$ cat config.mk
export PLATFORM = sky130hd
export DESIGN_NAME = vector_alu_sequencer
export DESIGN_NICKNAME = d
export VERILOG_FILES = /design/src/rtl/vector_alu_sequencer.sv
export SDC_FILE = /design/constraint.sdc
export NUM_CORES = 1
export LEC_CHECK = 0
export CAP_MARGIN = 20
export CORE_AREA = 4 4 282 284
export DETAILED_ROUTE_END_ITERATION = 7
export DIE_AREA = 0 0 286 288
export PLACE_DENSITY = 0.63
export SYNTH_ARGS = -nofsm -noshare
export SYNTH_HDL_FRONTEND = slang
export SYNTH_SLANG_ARGS = --single-unit
$ cat constraint.sdc
create_clock -name clk -period 2.7 [get_ports clk]
set_input_delay 0.675 -clock clk [delete_from_list [all_inputs] [get_ports clk]]
set_output_delay 0.675 -clock clk [all_outputs]
set_load 0.01 [all_outputs]
$ cat src/rtl/vector_alu_sequencer.sv
// Vector ALU sequencer: walks latched A/B vectors lane by lane through a shared
// scalar ALU, while letting scalar requests borrow it with bounded starvation.
// Ports: clk/rst; req_valid/req_ready/ALUControlV/A/B request; scalar_valid,
// scalar_a/b/ctrl, scalar_grant/scalar_result; alu_a/b/ctrl, alu_result;
// Out_v, done, busy, lane_idx.
module vector_alu_sequencer #(
  parameter int WIDTH        = 24,
  parameter int VECTOR_WIDTH = 8,
  localparam int LW = (VECTOR_WIDTH > 1) ? $clog2(VECTOR_WIDTH) : 1
) (
  input  logic                                clk,
  input  logic                                rst,
  input  logic                                req_valid,
  output logic                                req_ready,
  input  logic [2:0]                          ALUControlV,
  input  logic [VECTOR_WIDTH-1:0][WIDTH-1:0]  A,
  input  logic [VECTOR_WIDTH-1:0][WIDTH-1:0]  B,
  input  logic                                scalar_valid,
  input  logic [WIDTH-1:0]                    scalar_a,
  input  logic [WIDTH-1:0]                    scalar_b,
  input  logic [2:0]                          scalar_ctrl,
  output logic                                scalar_grant,
  output logic [WIDTH-1:0]                    scalar_result,
  output logic [WIDTH-1:0]                    alu_a,
  output logic [WIDTH-1:0]                    alu_b,
  output logic [2:0]                          alu_ctrl,
  input  logic [WIDTH-1:0]                    alu_result,
  output logic [VECTOR_WIDTH-1:0][WIDTH-1:0]  Out_v,
  output logic                                done,
  output logic                                busy,
  output logic [LW-1:0]                       lane_idx
);

  typedef enum logic [1:0] {
    IDLE = 2'd0,
    RUN  = 2'd1,
    DONE = 2'd2
  } state_t;

  localparam logic [LW-1:0] LAST = LW'(VECTOR_WIDTH - 1);

  state_t state, state_n;

  logic [VECTOR_WIDTH-1:0][WIDTH-1:0] a_lat;
  logic [VECTOR_WIDTH-1:0][WIDTH-1:0] b_lat;
  logic [2:0]                         ctrl_lat;
  logic [2:0]                         starve_cnt;
  logic                               vec_cycle;

  // After four back-to-back scalar wins in RUN the vector lane is forced.
  assign scalar_grant = scalar_valid &&
                        !(state == RUN && starve_cnt == 3'd4);
  assign vec_cycle    = (state == RUN) && !scalar_grant;
  assign req_ready    = (state == IDLE);
  assign busy         = (state != IDLE);
  assign done         = (state == DONE);

  always_comb begin
    state_n = state;
    unique case (state)
      IDLE:    if (req_valid) state_n = RUN;
      RUN:     if (vec_cycle && lane_idx == LAST) state_n = DONE;
      DONE:    state_n = IDLE;
      default: state_n = IDLE;
    endcase
  end

  always_comb begin
    alu_a         = '0;
    alu_b         = '0;
    alu_ctrl      = '0;
    scalar_result = '0;
    unique case (1'b1)
      scalar_grant: begin
        alu_a         = scalar_a;
        alu_b         = scalar_b;
        alu_ctrl      = scalar_ctrl;
        scalar_result = alu_result;
      end
      vec_cycle: begin
        alu_a    = a_lat[lane_idx];
        alu_b    = b_lat[lane_idx];
        alu_ctrl = ctrl_lat;
      end
      default: ;
    endcase
  end

  always_ff @(posedge clk) begin
    if (rst) begin
      state      <= IDLE;
      lane_idx   <= '0;
      starve_cnt <= '0;
      Out_v      <= '0;
      a_lat      <= '0;
      b_lat      <= '0;
      ctrl_lat   <= '0;
    end else begin
      state <= state_n;
      unique case (state)
        IDLE: begin
          starve_cnt <= '0;
          if (req_valid) begin
            a_lat    <= A;
            b_lat    <= B;
            ctrl_lat <= ALUControlV;
            lane_idx <= '0;
          end
        end
        RUN: begin
          if (scalar_grant) begin
            starve_cnt <= starve_cnt + 3'd1;
          end else begin
            starve_cnt      <= '0;
            Out_v[lane_idx] <= alu_result;
            lane_idx <= (lane_idx == LAST) ? '0 : lane_idx + LW'(1);
          end
        end
        default: starve_cnt <= '0;
      endcase
    end
  end

endmodule

==> images/m1.png <==
Scale bar: 100 um.
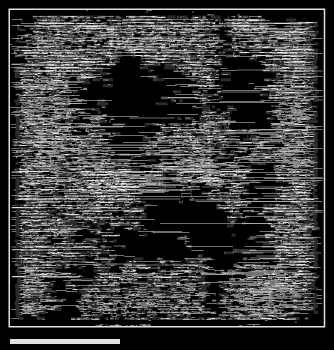
wire length on this layer: 42.0 mm
longest straight run: 121 um
nets with wire on the layer: 3825
main direction: horizontal
share of all routed wire: 36%
M1 GR Usage: 0.293
Routed WL: 116 mm
via count: 24300

==> images/m2.png <==
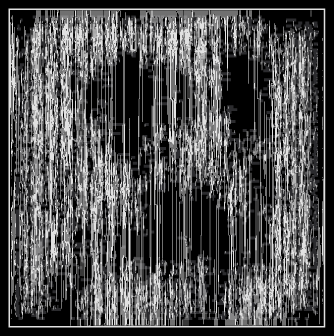
nets with wire on the layer: 3463
main direction: vertical
wire length on this layer: 59.3 mm
share of all routed wire: 51%

==> images/m3.png <==
Scale bar: 100 um.
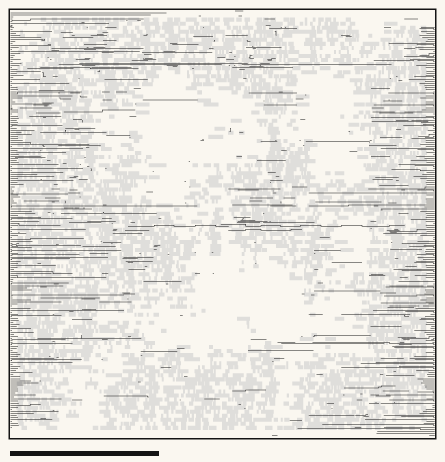
wire length on this layer: 9990 um
nets with wire on the layer: 586
share of all routed wire: 8.6%

==> images/ff_map.png <==
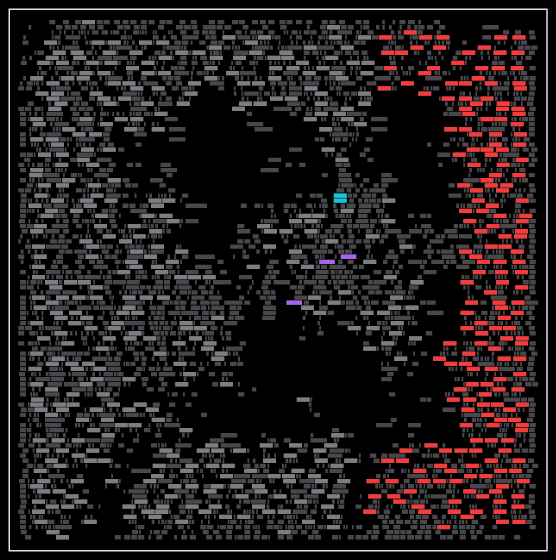
legend:
  purple:
    signal: lane_idx
    flops: 3
  red:
    signal: Out_v
    flops: 192
    where: a vertical strip on the right
  cyan:
    signal: state
    flops: 2

==> images/placed.png <==
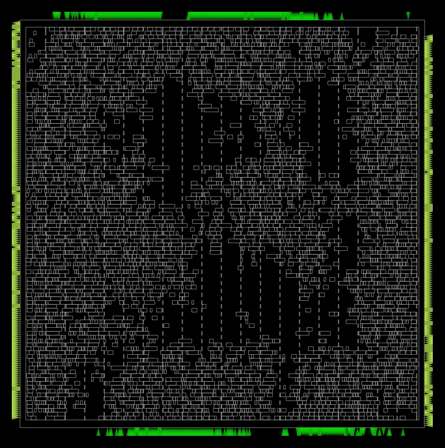
Fill cells: 7603
core footprint: 77100 um2

[state kept, by name, summed over array words and instances, names as in the netlist]
name and count:
state 2, a_lat 192, starve_cnt 3, lane_idx 3
Out_v 192, ctrl_lat 3, b_lat 192
[stage by stage]
stage          hold WS, ps  worst slack (ps)  TNS [ps]
5_1_grt                470              -674    -28700
2_1_floorplan          417               127         0
3_3_place_gp           439             -1080    -53500
3_5_place_dp           443             -1110    -50630
4_1_cts                451              -662    -24830
6_report               452              -632    -24580
[final cells by class]
| cell class | count | area (um2) |
|---|---|---|
| Multi-Input combinational cell | 2079 | 11500 |
| Clock inverter | 22 | 290 |
| Clock buffer | 97 | 2000 |
| Tap cell | 1040 | 1300 |
| Sequential cell | 587 | 11800 |
| Antenna cell | 40 | 100 |
| Inverter | 6 | 22.5 |
| Timing Repair Buffer | 996 | 10500 |
| Fill cell | 7603 | 39600 |
[power by group through the flow]
stage	sequential [uW]	clock, uW	combinational [uW]
2_1_floorplan	9360	0	1240
3_3_place_gp	9440	0	2860
3_5_place_dp	9440	0	2870
4_1_cts	9260	9750	3080
5_1_grt	9290	10100	3340
6_report	9260	9550	3120
[per-layer routing]
metal	track usage	wire [um]	up-vias
li1	-	-	11500
met1	0.293	42000	11500
met2	0.476	59300	982
met3	0.0827	9990	230
met4	0.130	4590	38
met5	0	275	-
[cell usage in the layout (no fill, tap or decap), types with 20 or more instances in the layout]
| cell type | instances |
|---|---|
| clkbuf_16 | 70 |
| buf_6 | 89 |
| and2_4 | 20 |
| diode_2 | 40 |
| buf_4 | 133 |
| dfxtp_1 | 582 |
| clkdlybuf4s50_1 | 660 |
| a21oi_1 | 584 |
| buf_12 | 67 |
| a221o_1 | 36 |
| nand2_1 | 1163 |
| and3_4 | 26 |
| mux4_2 | 71 |
==> results.toml <==
# implementation run metrics
[worst_setup_path]
cp_common_cell = "buf_12"
timing.rr.start = "lane_idx[0]"
cp-end-kind = "primary output"
slowest_delay_ps = 610

[sta]
skew_ps = 19.0
setup_viol = 75
fin_ws_ps = -632
finalCriticalPeriod_ps = 3330

[layout]
final_cells = 4867
drive_above_1_share = 0.171

[routing]
drcViolationCount = 0
drtIter0Drc = 1528
wl_per_cell_um = 23.9

[status]
status = "finished with violations"
violations = "setup timing"

[synth]
yosys-stat-cells = 2945
fp_nets = 3415
netlist_area_um2 = 23800
avgSynthCellArea_um2 = 8.09

[pwr]
pwr_density_cell_nw_per_um2 = 585
